`config.mk`:
```
export PLATFORM = sky130hd
export DESIGN_NAME = seq_sdiv48_flat
export DESIGN_NICKNAME = d
export VERILOG_FILES = /design/src/rtl/seq_sdiv48_if.sv /design/src/rtl/seq_sdiv48.sv /design/src/flat_wrapper.sv
export SDC_FILE = /design/constraint.sdc
export NUM_CORES = 1
export LEC_CHECK = 0
export CAP_MARGIN = 5
export CORE_UTILIZATION = 53
export DETAILED_ROUTE_END_ITERATION = 10
export GPL_ROUTABILITY_DRIVEN = 1
export PLACE_DENSITY = 0.79
export SLEW_MARGIN = 20
export SYNTH_ARGS = -nofsm -noshare
export SYNTH_HDL_FRONTEND = slang
export SYNTH_SLANG_ARGS = --single-unit
```
`constraint.sdc`:
```
create_clock -name clk -period 5.2 [get_ports clk]
set_input_delay 1.04 -clock clk [delete_from_list [all_inputs] [get_ports clk]]
set_output_delay 1.04 -clock clk [all_outputs]
set_load 0.02 [all_outputs]
```
`src/rtl/seq_sdiv48_if.sv`:
```
// Operand/result handshake bundle for the seq_sdiv48 iterative signed divider.
// The master side issues operands and consumes results; the slave is the divider.
interface seq_sdiv48_if #(
   parameter int DW = 48,
   parameter int VW = 18,
   parameter int QW = 25
);
   logic          in_valid;
   logic          in_ready;
   logic [DW-1:0] dividend;
   logic [VW-1:0] divisor;
   logic          out_valid;
   logic          out_ready;
   logic [QW-1:0] quotient;
   logic [VW-1:0] remainder;
   logic          div_zero;
   logic          ovf;

   modport master (
      output in_valid, dividend, divisor, out_ready,
      input  in_ready, out_valid, quotient, remainder, div_zero, ovf
   );

   modport slave (
      input  in_valid, dividend, divisor, out_ready,
      output in_ready, out_valid, quotient, remainder, div_zero, ovf
   );
endinterface

```
`src/rtl/seq_sdiv48.sv`:
```
// Restoring signed divider, one quotient bit per cycle: P-width dividend / B-width divisor.
// Define SEQ_SDIV48_SAT_EN to saturate an out-of-range quotient and raise ovf; otherwise it wraps.
module seq_sdiv48 #(
   parameter int DW = 48,
   parameter int VW = 18,
   parameter int QW = 25
) (
   input logic         clk,
   input logic         rst,
   seq_sdiv48_if.slave bus
);
   localparam int CW = $clog2(DW);

   typedef enum logic [1:0] {IDLE, CALC, DONE} state_t;

   state_t        state, state_nx;
   logic [CW-1:0] cnt;
   logic          sign_n, sign_q, v_zero;
   logic [DW-1:0] num;       // dividend magnitude; quotient bits shift in from the bottom
   logic [VW-1:0] vmag;
   logic [VW:0]   prem;

   logic [QW-1:0] quotient_r;
   logic [VW-1:0] remainder_r;
   logic          div_zero_r, ovf_r;

   wire accept = bus.in_valid && (state == IDLE);
   wire retire = bus.out_ready && (state == DONE);

   assign bus.in_ready  = (state == IDLE);
   assign bus.out_valid = (state == DONE);
   assign bus.quotient  = quotient_r;
   assign bus.remainder = remainder_r;
   assign bus.div_zero  = div_zero_r;
   assign bus.ovf       = ovf_r;

   // NOTE: sequential state uses <= so every flop samples pre-edge values.
   always_ff @(posedge clk or negedge rst) begin
      if (!rst) state <= IDLE;
      else      state <= state_nx;
   end

   always_comb begin
      // NOTE: default first so every path assigns state_nx and no latch is inferred.
      state_nx = state;
      case (state)
         IDLE:    if (bus.in_valid)  state_nx = CALC;
         CALC:    if (cnt == '0)     state_nx = DONE;
         DONE:    if (bus.out_ready) state_nx = IDLE;
         default:                    state_nx = IDLE;
      endcase
   end

   // One restoring step: shift in the next dividend bit, trial-subtract, keep or restore.
   logic [VW+1:0] shifted, trial;
   logic          q_bit;
   logic [VW:0]   prem_nx;
   logic [DW-1:0] qmag_nx;

   always_comb begin
      shifted = {prem, num[DW-1]};
      trial   = shifted - {2'b00, vmag};
      q_bit   = ~trial[VW+1];
      prem_nx = q_bit ? trial[VW:0] : shifted[VW:0];
      qmag_nx = {num[DW-2:0], q_bit};
   end

   // Signed result from the final magnitudes, reduced to QW bits.
   logic [QW-1:0] q_res;
   logic          ovf_res;
   logic [VW-1:0] r_res;

`ifdef SEQ_SDIV48_SAT_EN
   logic [DW:0] q_full;
   logic        q_fits;

   always_comb begin
      q_full  = sign_q ? -{1'b0, qmag_nx} : {1'b0, qmag_nx};
      q_fits  = (&q_full[DW:QW-1]) || !(|q_full[DW:QW-1]);
      ovf_res = !q_fits;
      if (q_fits)      q_res = q_full[QW-1:0];
      else if (sign_q) q_res = {1'b1, {(QW-1){1'b0}}};
      else             q_res = {1'b0, {(QW-1){1'b1}}};
   end
`else
   always_comb begin
      q_res   = sign_q ? QW'(-qmag_nx) : QW'(qmag_nx);
      ovf_res = 1'b0;
   end
`endif

   assign r_res = sign_n ? VW'(-prem_nx) : VW'(prem_nx);

   // NOTE: these are individual flops, not a memory, so each one takes the async reset.
   always_ff @(posedge clk or negedge rst) begin
      if (!rst) begin
         cnt         <= '0;
         sign_n      <= 1'b0;
         sign_q      <= 1'b0;
         v_zero      <= 1'b0;
         num         <= '0;
         vmag        <= '0;
         prem        <= '0;
         quotient_r  <= '0;
         remainder_r <= '0;
         div_zero_r  <= 1'b0;
         ovf_r       <= 1'b0;
      end else begin
         if (accept) begin
            sign_n <= bus.dividend[DW-1];
            sign_q <= bus.dividend[DW-1] ^ bus.divisor[VW-1];
            v_zero <= (bus.divisor == '0);
            // Unsigned negation keeps the most negative operand's magnitude exact.
            num    <= bus.dividend[DW-1] ? -bus.dividend : bus.dividend;
            vmag   <= bus.divisor[VW-1]  ? -bus.divisor  : bus.divisor;
            prem   <= '0;
            cnt    <= CW'(DW - 1);
         end else if (state == CALC) begin
            prem <= prem_nx;
            num  <= qmag_nx;
            cnt  <= cnt - CW'(1);
            if (cnt == '0) begin
               // A zero divisor still runs the full pass; its garbage magnitudes are discarded.
               quotient_r  <= v_zero ? '0 : q_res;
               remainder_r <= v_zero ? '0 : r_res;
               div_zero_r  <= v_zero;
               ovf_r       <= v_zero ? 1'b0 : ovf_res;
            end
         end else if (retire) begin
            quotient_r  <= '0;
            remainder_r <= '0;
            div_zero_r  <= 1'b0;
            ovf_r       <= 1'b0;
         end
      end
   end
endmodule

```
`src/flat_wrapper.sv`:
```
// flat-port wrapper written by rule: the top's interface ports become plain ports
module seq_sdiv48_flat 
#(
   parameter int DW = 48,
   parameter int VW = 18,
   parameter int QW = 25
)
  (clk, rst, bus_in_valid, bus_dividend, bus_divisor, bus_out_ready, bus_in_ready, bus_out_valid, bus_quotient, bus_remainder, bus_div_zero, bus_ovf);
  seq_sdiv48_if #(.DW(DW), .VW(VW), .QW(QW)) bus_i ();
  input logic clk;
  input logic rst;
  input wire logic [$bits(bus_i.in_valid)-1:0] bus_in_valid;
  input wire logic [$bits(bus_i.dividend)-1:0] bus_dividend;
  input wire logic [$bits(bus_i.divisor)-1:0] bus_divisor;
  input wire logic [$bits(bus_i.out_ready)-1:0] bus_out_ready;
  output wire logic [$bits(bus_i.in_ready)-1:0] bus_in_ready;
  output wire logic [$bits(bus_i.out_valid)-1:0] bus_out_valid;
  output wire logic [$bits(bus_i.quotient)-1:0] bus_quotient;
  output wire logic [$bits(bus_i.remainder)-1:0] bus_remainder;
  output wire logic [$bits(bus_i.div_zero)-1:0] bus_div_zero;
  output wire logic [$bits(bus_i.ovf)-1:0] bus_ovf;
  assign bus_i.in_valid = bus_in_valid;
  assign bus_i.dividend = bus_dividend;
  assign bus_i.divisor = bus_divisor;
  assign bus_i.out_ready = bus_out_ready;
  assign bus_in_ready = bus_i.in_ready;
  assign bus_out_valid = bus_i.out_valid;
  assign bus_quotient = bus_i.quotient;
  assign bus_remainder = bus_i.remainder;
  assign bus_div_zero = bus_i.div_zero;
  assign bus_ovf = bus_i.ovf;
  seq_sdiv48 #(.DW(DW), .VW(VW), .QW(QW)) u_core (.clk(clk), .rst(rst), .bus(bus_i));
endmodule
```
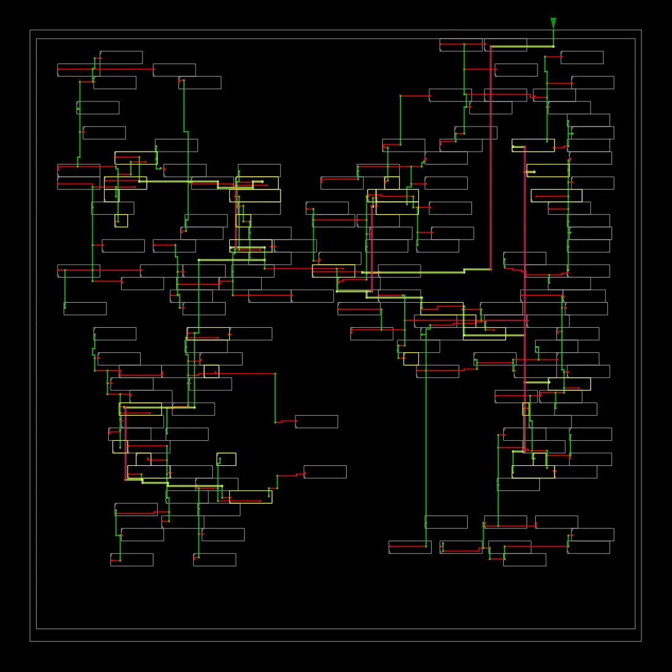
Run 1: the clock network
worst skew pair latency: 430 ps
Max Clock Skew: 9.30 ps

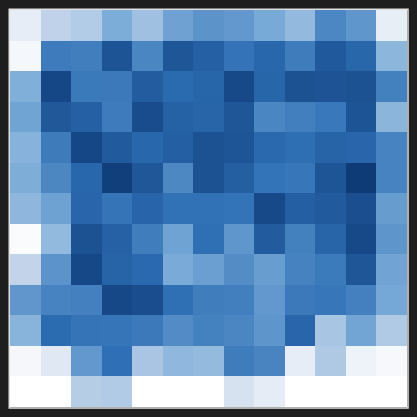
Run 1: placement density heat map
Drawn at 3 px/um. The die is cut into 13 by 13 equal tiles; white is low, dark blue is high, 0 to 100% covered.
tiles over 75% full = 34%
emptiest ninth of the die = bottom right
nearly empty tiles = 5.3%
fullest tile = 96%

==> ci_impl_report.md, run 1 <==
## PnR job results

| Metric | Value |
|---|---|
| Maxcap violations | `0` |
| Final ANT Viol Nets | `0` |
| Avg Inst Size Synth | `approximately 8.7 um2` |
| Area leader share | `between 30 and 40%` |
| Drt wl/cell | `~17 um` |
| WS Path Type | `reg -> reg` |
| Largest net degree at the start of global routing | `93` |
| Critical Path End Type | `flop` |
| Hold_ws | `between 400 and 500 ps` |
| Remaining global-route overflow | `0` |
| Vias in the first global route | `around 7500` |
| Commonest cells post-synth | `160 x o21ai_0, 140 x dfrtp_1, 121 x nand2_1` |
| RD Place Congestion | `0.903` |
| Final TNS setup | `0 ps` |
| DP HPWL | `approximately 17000 um` |
| Max Clk Rate | `215 MHz` |
| Clock sinks | `140` |
| Final setup violation count | `0` |
| Max stage delay on crit path | `~500 ps` |
| R2r startpoint | `u_core.prem[7]$_DFFE_PN0P_` |
| Slowest CP cell | `o31ai_1` |
| Startpoint types | `flop` |
| Commonest flop | `dfrtp_1` |
| IO Count | `approximately 120` |
| Num CTS Buffers | `17` |
| Routing usage on met2 | `42.1%` |
| Most frequent logic cell in the layout | `o21ai_0` |
| Hold crit path type | `reg -> reg` |
| Inst Count DP | `1320` |
| All-layer global routing usage | `between 20% and 30%` |
| RSZ-0062 raised after global routing | `no` |
| M3 GR Usage | `3.75%` |
| Most frequent cell after synthesis | `o21ai_0` |
| Total iterations of the first detailed-routing run | `5` |
| Peak supply drop | `0.238 mV` |
| Final nets | `~1200` |
| PD cells | `227 nW/um2` |
| Pleak | `4.66 nW` |
| Worst-path clk slew | `~70 ps` |
| Final Util | `around 66%` |
| Pins over their slew limit | `0` |
| Row count | `approximately 47` |
| Root buf cell | `clkbuf_16` |
| # diodes | `0` |
| Capturing point of the worst reg2reg path | `u_core.bus.quotient[22]$_DFFE_PN0P_` |
| DRC Markers | `0` |
| Critical path cell sequence | `ha_1, a21oi_1, o21ai_0, a211oi_1, a21oi_1, nor3_1, nor2_1, inv_2, ha_1, nand2b_1, o31ai_1, nand3_1, nand2_1, nand2b_1, o41ai_1, nand2_1, xnor2_1, o21ai_0` |
| Iter 0 DRT Violations | `between 700 and 800` |
| CTS Hold Bufs | `0` |
| Layout cells sized above 1 | `6.10%` |
| CTS tree | `built` |
| Die Ht | `132 um` |
| Hold path start | `u_core.bus.remainder[5]$_DFFE_PN0P_` |
| Top Layout Cells | `160 x o21ai_0, 140 x dfrtp_1, 120 x nand2_1` |
| Post-synth regs | `~140` |
| Buffers on Ports | `115` |
| Mapped Area | `between 9000 and 10000 um2` |
| Post-synth area hogs | `dfrtp_1 39%, o21ai_0 8.9%, xor2_1 7.8%, nand2_1 5.0%, xnor2_1 3.9%` |
| Worst-case reg-to-reg path depth | `18` |
| Synthesis-to-finish area growth | `20.9%` |
| Synth unique cells | `about 70` |
| WHS Path Cells | `2` |
| CP Max Fanout | `10` |
| Gate Area | `5170 um2` |
| First-pass GRT wire length | `38400 um` |
| Register area | `~3500 um2` |
| Run status | `complete, no violations` |
| Tool Warnings | `27` |
| Floorplan utilization | `54.4%` |
| Post-CTS Resized | `0` |
| Worst-margin pin slew | `roughly 1100 ps` |
| Area leader, netlist | `dfrtp_1` |
| Hold EP | `u_core.bus.remainder[5]$_DFFE_PN0P_` |
| Max Root-Sink Buffers | `2` |
| Layout Cells excl Fill | `around 1400` |
| Via-per-instance ratio | `5.96` |
| Max-slew headroom | `~29%` |
| Met1 Track Usage GR | `39.6%` |
| Tmin final | `approximately 4600 ps` |
| Synthesis area per yosys | `around 9000 um2` |
| Die area | `between 15000 and 20000 um2` |
| Post-synth seq share | `38.8%` |
| Synth warn | `0` |
| Fin crit share | `between 80 and 90%` |
| Post-synthesis instance total | `roughly 1000` |
| Core area | `roughly 17000 um2` |
| Worst Path Arrival | `between 4000 and 5000 ps` |
| Count of library flops with an enable pin | `0` |
| # fillers | `around 1400` |
| Reg2Reg Setup Slack | `560 ps` |
| H-tree Lvls | `4` |
| Setup bufs post-CTS | `0` |
| Initial antenna violation count | `0` |
| Syn nets | `1129` |
| Die width | `132 um` |
| Ys async rst share | `100%` |
| CP Data Required Time | `roughly 5500 ps` |
| Ys cells | `a little over 1000` |
| Final hold vios | `0` |
| Most used routing layer | `met2` |
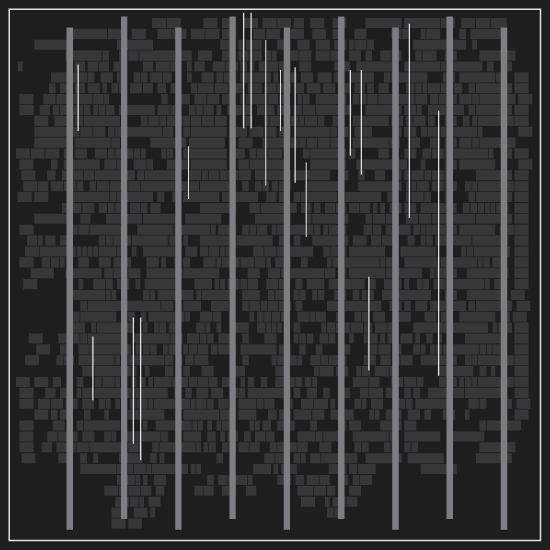
Run 1: the metal 4 layer
Drawn at 4 px/um. Supply wires on this layer in grey.
nets with wire on the layer = 13
share of all routed wire = 1.9%
main direction = vertical
Routed WL: 23300 um
vias: 8057

-- run 1: per-layer routing --
| layer | vias up | routed length (um) |
|---|---|---|
| met4 | 0 | 450 |
| met3 | 35 | 1290 |
| met2 | 296 | 10700 |
| met5 | - | 0 |
| li1 | 3896 | - |
| met1 | 3830 | 10900 |
-- run 1: how the worst max path moves through the flow --
stage / cells after the start / startpoint / end
CTS: 18 / u_core.prem[7]$_DFFE_PN0P_ / u_core.bus.quotient[22]$_DFFE_PN0P_
floorplan: 21 / u_core.prem[5]$_DFFE_PN0P_ / u_core.bus.quotient[22]$_DFFE_PN0P_
global placement: 11 / bus_dividend[8] / u_core.num[43]$_DFFE_PN0P_
global route: 18 / u_core.prem[9]$_DFFE_PN0P_ / u_core.bus.quotient[22]$_DFFE_PN0P_
finish: 18 / u_core.prem[7]$_DFFE_PN0P_ / u_core.bus.quotient[22]$_DFFE_PN0P_
detailed placement: 18 / u_core.prem[7]$_DFFE_PN0P_ / u_core.bus.quotient[22]$_DFFE_PN0P_
-- run 1: power by group --
part	switching (mW)	internal (mW)	total, mW
combinational	0.0958	0.0809	0.177
clock	0.496	0.716	1.21
sequential	0	1.09	1.09
total	0.591	1.89	2.48
-- run 1: final cells by class --
type                       instances  share of cell area, %
clock buffer                      18                   3.93
clock inverter                    14                   1.47
inverter                          35                   1.20
tap                              220                   2.52
timing repair buffer             126                   11.3
sequential                       140                   32.1
multi-input combinational        799                   47.4
-- run 1: cells by family after synthesis --
group	after synthesis	share of synthesized area [%]
xor+xnor	120	11.7
other cells	1	0.0416
mux	17	1.93
compound gates	334	23.1
flops	140	38.8
simple gates	302	16.8
buf+inv	95	4.05
fa+ha+maj	25	3.55
-- run 1: registers in the layout, summed over array words and instances (netlist names) --
register,flops
u_core.sign_q,1
u_core.v_zero,1
u_core.bus.div_zero,1
u_core.cnt,6
u_core.bus.quotient,25
u_core.state,2
u_core.vmag,18
u_core.prem,19
u_core.num,48
u_core.sign_n,1
u_core.bus.remainder,18
-- run 1: metrics by stage --
stage	instance area (um2)	power, mW	setup WS, ps
6_report	10900	2.48	555
5_1_grt	10900	2.56	188
4_1_cts	10900	2.50	627
3_5_place_dp	10300	1.29	639
3_3_place_gp	10300	1.28	706
2_1_floorplan	9020	1.17	639
-- run 1: worst max-delay path, delay by kind of cell, from the launching register on --
kind,cells,cell delay (ps)
XOR/XNOR,1,160
buffers and inverters,1,80
AND-OR/OR-AND,7,2060
adder cells (fa/ha/maj),2,610
AND/OR/NAND/NOR,7,1100
flip-flops,1,460
--- run 2 (diff from run 1) ---
--- a/config.mk
+++ b/config.mk
@@ -5,11 +5,13 @@
 export SDC_FILE = /design/constraint.sdc
 export NUM_CORES = 1
 export LEC_CHECK = 0
+export ABC_CLOCK_PERIOD_IN_PS = 5200
 export CAP_MARGIN = 5
 export CORE_UTILIZATION = 53
 export DETAILED_ROUTE_END_ITERATION = 10
+export DONT_BUFFER_PORTS = 1
 export GPL_ROUTABILITY_DRIVEN = 1
-export PLACE_DENSITY = 0.79
+export PLACE_DENSITY = 0.7
 export SLEW_MARGIN = 20
 export SYNTH_ARGS = -nofsm -noshare
 export SYNTH_HDL_FRONTEND = slang
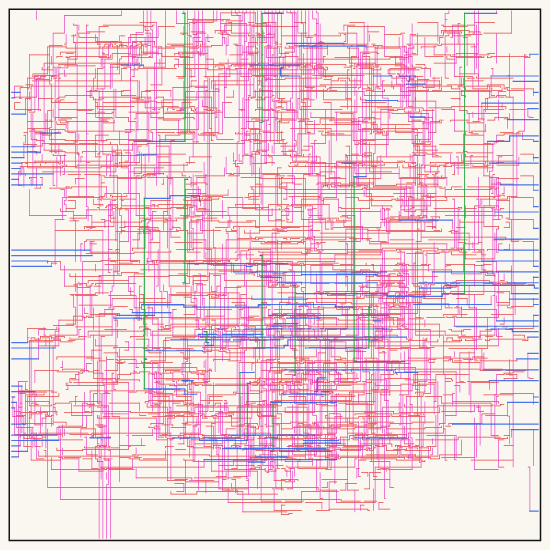
Run 2: metal layers overlaid
Drawn at 4 px/um.
M3 -> blue  # wire length 1470 um
M1 -> red  # wire length 10900 um
M2 -> magenta  # wire length 9680 um
M4 -> green  # wire length 350 um
all-layer global routing usage: 26.6%
drt wl/cell: 18.1 um
vias: 7503

==> ci_impl_report.md, run 2 <==
## PnR job results

| Metric | Value |
|---|---|
| Peak supply drop | `0.229 mV (-4.0%)` |
| Layout cells sized above 1 | `6.40% (+0.31 points)` |
| Worst-margin pin slew | `1040 ps (-27.8 ps)` |
| Worst path buffer plus inverter count | `1 (unchanged)` |
| Core area | `16600 um2 (unchanged)` |
| CP Max Fanout | `8 (-2)` |
| Critical path cell sequence | `ha_1, nand4_1, a211oi_1, o2111ai_1, a21o_1, a21oi_1, nor2_1, inv_2, ha_1, nand2b_1, o31ai_1, nand3_1, nand2_1, nand2b_1, o41ai_1, nand2_1, xnor2_1, o21ai_0` |
| Max Clk Rate | `218 MHz (+1.3%)` |
| Mapped Area | `9020 um2 (unchanged)` |
| Layout Cells excl Fill | `1235 (-8.7%)` |
| Pleak | `4.21 nW (-9.7%)` |
| Place WS | `692 ps (+53.0 ps)` |
| DRC Markers | `0 (unchanged)` |
| Synthesis area per yosys | `9020 um2 (unchanged)` |
| First-pass GRT wire length | `37300 um (-2.9%)` |
| Fin crit share | `88.2% (-1.2 points)` |
| Row count | `47 (unchanged)` |
| Largest register FFs | `48 (unchanged)` |
| Final setup violation count | `0 (unchanged)` |
| Ys async rst share | `100% (unchanged)` |
| Total Power | `2.33 mW (-6.0%)` |
| Buffers on Ports | `0 (-100%)` |
| IO Count | `117 (unchanged)` |
| Sw frac | `22.2% (-1.7 points)` |
| Critical Path End Type | `flop` |
| Post-DP Area | `9150 um2 (-11%)` |
| Max Clock Skew | `8.05 ps (-1.25 ps)` |
| Die width | `132 um (unchanged)` |
| Most frequent cell after synthesis | `o21ai_0` |
| RSZ-0062 raised after global routing | `no` |
| Synthesis-to-finish area growth | `7.78%` |
| DP HPWL | `16100 um (-3.7%)` |
| CTS Hold Bufs | `0 (unchanged)` |
| Most frequent logic cell in the layout | `o21ai_0` |
| Hold_ws | `321 ps (-155 ps)` |
| Root buf cell | `clkbuf_16` |
| CTS tree | `built` |
| Count of library flops with an enable pin | `0 (unchanged)` |
| Avg Inst Size Synth | `8.72 um2 (unchanged)` |
| Synth unique cells | `68 (unchanged)` |
| Clock share of power | `50.2% (+1.3 points)` |
| Combinational share of power | `3.1% (-4.0 points)` |
| Total iterations of the first detailed-routing run | `5 (unchanged)` |
| Die area | `17500 um2 (unchanged)` |
| Area leader, netlist | `dfrtp_1` |
| Max-slew headroom | `30.8% (+1.9 points)` |
| Floorplan utilization | `54.4% (unchanged)` |
| Post-synth seq share | `38.8% (unchanged)` |
| Post-synthesis instance total | `1034 (unchanged)` |
| Tmin final | `4580 ps (-60.9 ps)` |
| Post-route design area | `9720 um2 (-11%)` |
| Via-per-instance ratio | `6.08 (+1.9%)` |
| Worst skew pair latency | `420 ps (about the same)` |
| Num CTS Buffers | `17 (unchanged)` |
| CP delay by family, top | `AND-OR/OR-AND gates` |
| Hold crit path type | `in -> async` |
| Initial antenna violation count | `0 (unchanged)` |
| WS Path Type | `reg -> reg` |
| Worst Path Arrival | `4840 ps (-70 ps)` |
| Commonest cells post-synth | `160 x o21ai_0, 140 x dfrtp_1, 121 x nand2_1` |
| Commonest flop | `dfrtp_1` |
| Final nets | `1097 (-9.6%)` |
| Max Root-Sink Buffers | `2 (unchanged)` |
| Worst-path clk slew | `60 ps (about the same)` |
| Largest net degree at the start of global routing | `141 (+52%)` |
| Tool Warnings | `29 (+7.4%)` |
| Sequential power share | `46.8% (+2.8 points)` |
| Post-CTS Resized | `0 (unchanged)` |
| Final TNS setup | `0 ps (unchanged)` |
| PD cells | `240 nW/um2 (+5.5%)` |
| Startpoint types | `flop` |
| Final ANT Viol Nets | `0 (unchanged)` |
| Post-synth regs | `140 (unchanged)` |
| Biggest register | `u_core.num` |
| Final hold vios | `0 (unchanged)` |
| Clock sinks | `140 (unchanged)` |
| Run status | `complete, no violations` |
| Iter 0 DRT Violations | `640 (-13%)` |
| Post-synth area hogs | `dfrtp_1 39%, o21ai_0 8.9%, xor2_1 7.8%, nand2_1 5.0%, xnor2_1 3.9%` |
| Slowest CP cell | `o41ai_1` |
| Remaining global-route overflow | `0 (unchanged)` |
| H-tree Lvls | `4 (unchanged)` |
| P_int | `1.81 mW (-3.9%)` |
| Area leader share | `38.8% (unchanged)` |
| Max stage delay on crit path | `500 ps (about the same)` |
| Final Util | `58.6% (-7.2 points)` |
| Vias in the first global route | `7164 (-4.8%)` |
| Pins over their slew limit | `0 (unchanged)` |
| # diodes | `0 (unchanged)` |
| Worst Slack Setup Final | `616 ps (+60.9 ps)` |
| Maxcap violations | `0 (unchanged)` |
| Synth warn | `0 (unchanged)` |
| P_sw | `0.516 mW (-13%)` |
| Top Layout Cells | `160 x o21ai_0, 140 x dfrtp_1, 120 x nand2_1` |
| RD Place Congestion | `0.927 (+2.6%)` |
| CP Data Required Time | `5450 ps (about the same)` |
| Ys cells | `1034 (unchanged)` |
| Syn nets | `1129 (unchanged)` |
| Die Ht | `132 um (unchanged)` |
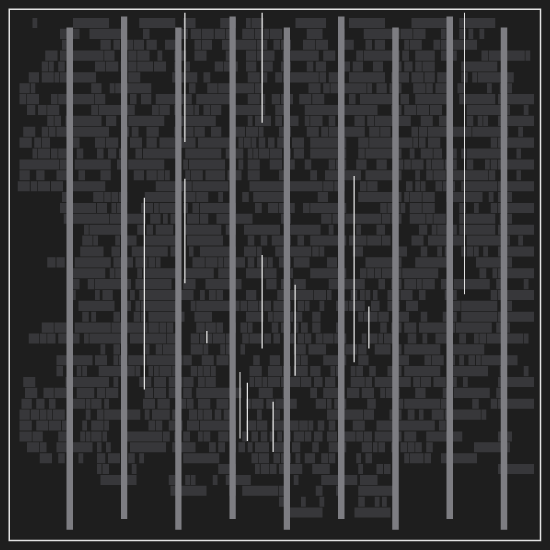
Run 2: the metal 4 layer
Drawn at 4 px/um. Supply wires on this layer in grey.
main direction = vertical
longest straight run = 70.0 um
share of all routed wire = 1.6%
wire length on this layer = 350 um
Routed WL: 22400 um

## run 2: cell counts after synthesis
No cell type changed its count.
## run 2: final cells by class
cell class	instances	area (um2)
clock buffer	21	460
clock inverter	11	109
fill	1523	6860
inverter	35	131
multi-input combinational	799	5170
sequential	140	3500
tap	220	275
timing repair buffer	9	67.6
## run 2: power groups by stage
stage | logic [mW] | registers, mW | clock network [mW]
2_1_floorplan | 0.0629 | 1.11 | 0
3_3_place_gp | 0.0717 | 1.11 | 0
3_5_place_dp | 0.0726 | 1.11 | 0
4_1_cts | 0.0727 | 1.09 | 1.18
5_1_grt | 0.0811 | 1.09 | 1.24
6_report | 0.0715 | 1.09 | 1.17
## run 2: metal layers
metal	up-vias	routed length (um)	share of wire, %	global-route usage [%]
met2	232	9680	43	38.7
met5	-	0	0	0
met3	29	1470	6.6	4.98
met1	3586	10900	49	39.8
met4	0	350	1.6	8.17
li1	3656	-	-	-
## run 2: logic make-up after synthesis
logic type                 Yosys count  share of synthesized area, %
AOI/OAI and AO/OA                  334                          23.1
and+or+nand+nor                    302                          16.8
DFF                                140                          38.8
xor gates and xnor gates           120                          11.7
buffers and inverters               95                          4.05
adders and majority gates           25                          3.55
muxes                               17                          1.93
other                                1                        0.0416
## run 2: path summary, 6_finish.rpt
kind	endpoint	depth (start not counted)	slack [ps]	startpoint
setup / recovery	u_core.bus.quotient[22]$_DFFE_PN0P_	18	620	u_core.prem[4]$_DFFE_PN0P_
hold reg to reg	u_core.vmag[11]$_DFFE_PN0P_	2	480	u_core.vmag[11]$_DFFE_PN0P_
min in group clk	u_core.vmag[11]$_DFFE_PN0P_	2	480	u_core.vmag[11]$_DFFE_PN0P_
max in group asynchronous	u_core.cnt[3]$_DFFE_PN0P_	0	4670	rst
setup reg to reg	u_core.bus.quotient[22]$_DFFE_PN0P_	18	620	u_core.prem[4]$_DFFE_PN0P_
hold / removal	u_core.bus.remainder[9]$_DFFE_PN0P_	0	320	rst
Power and IR drop assume default switching activity.
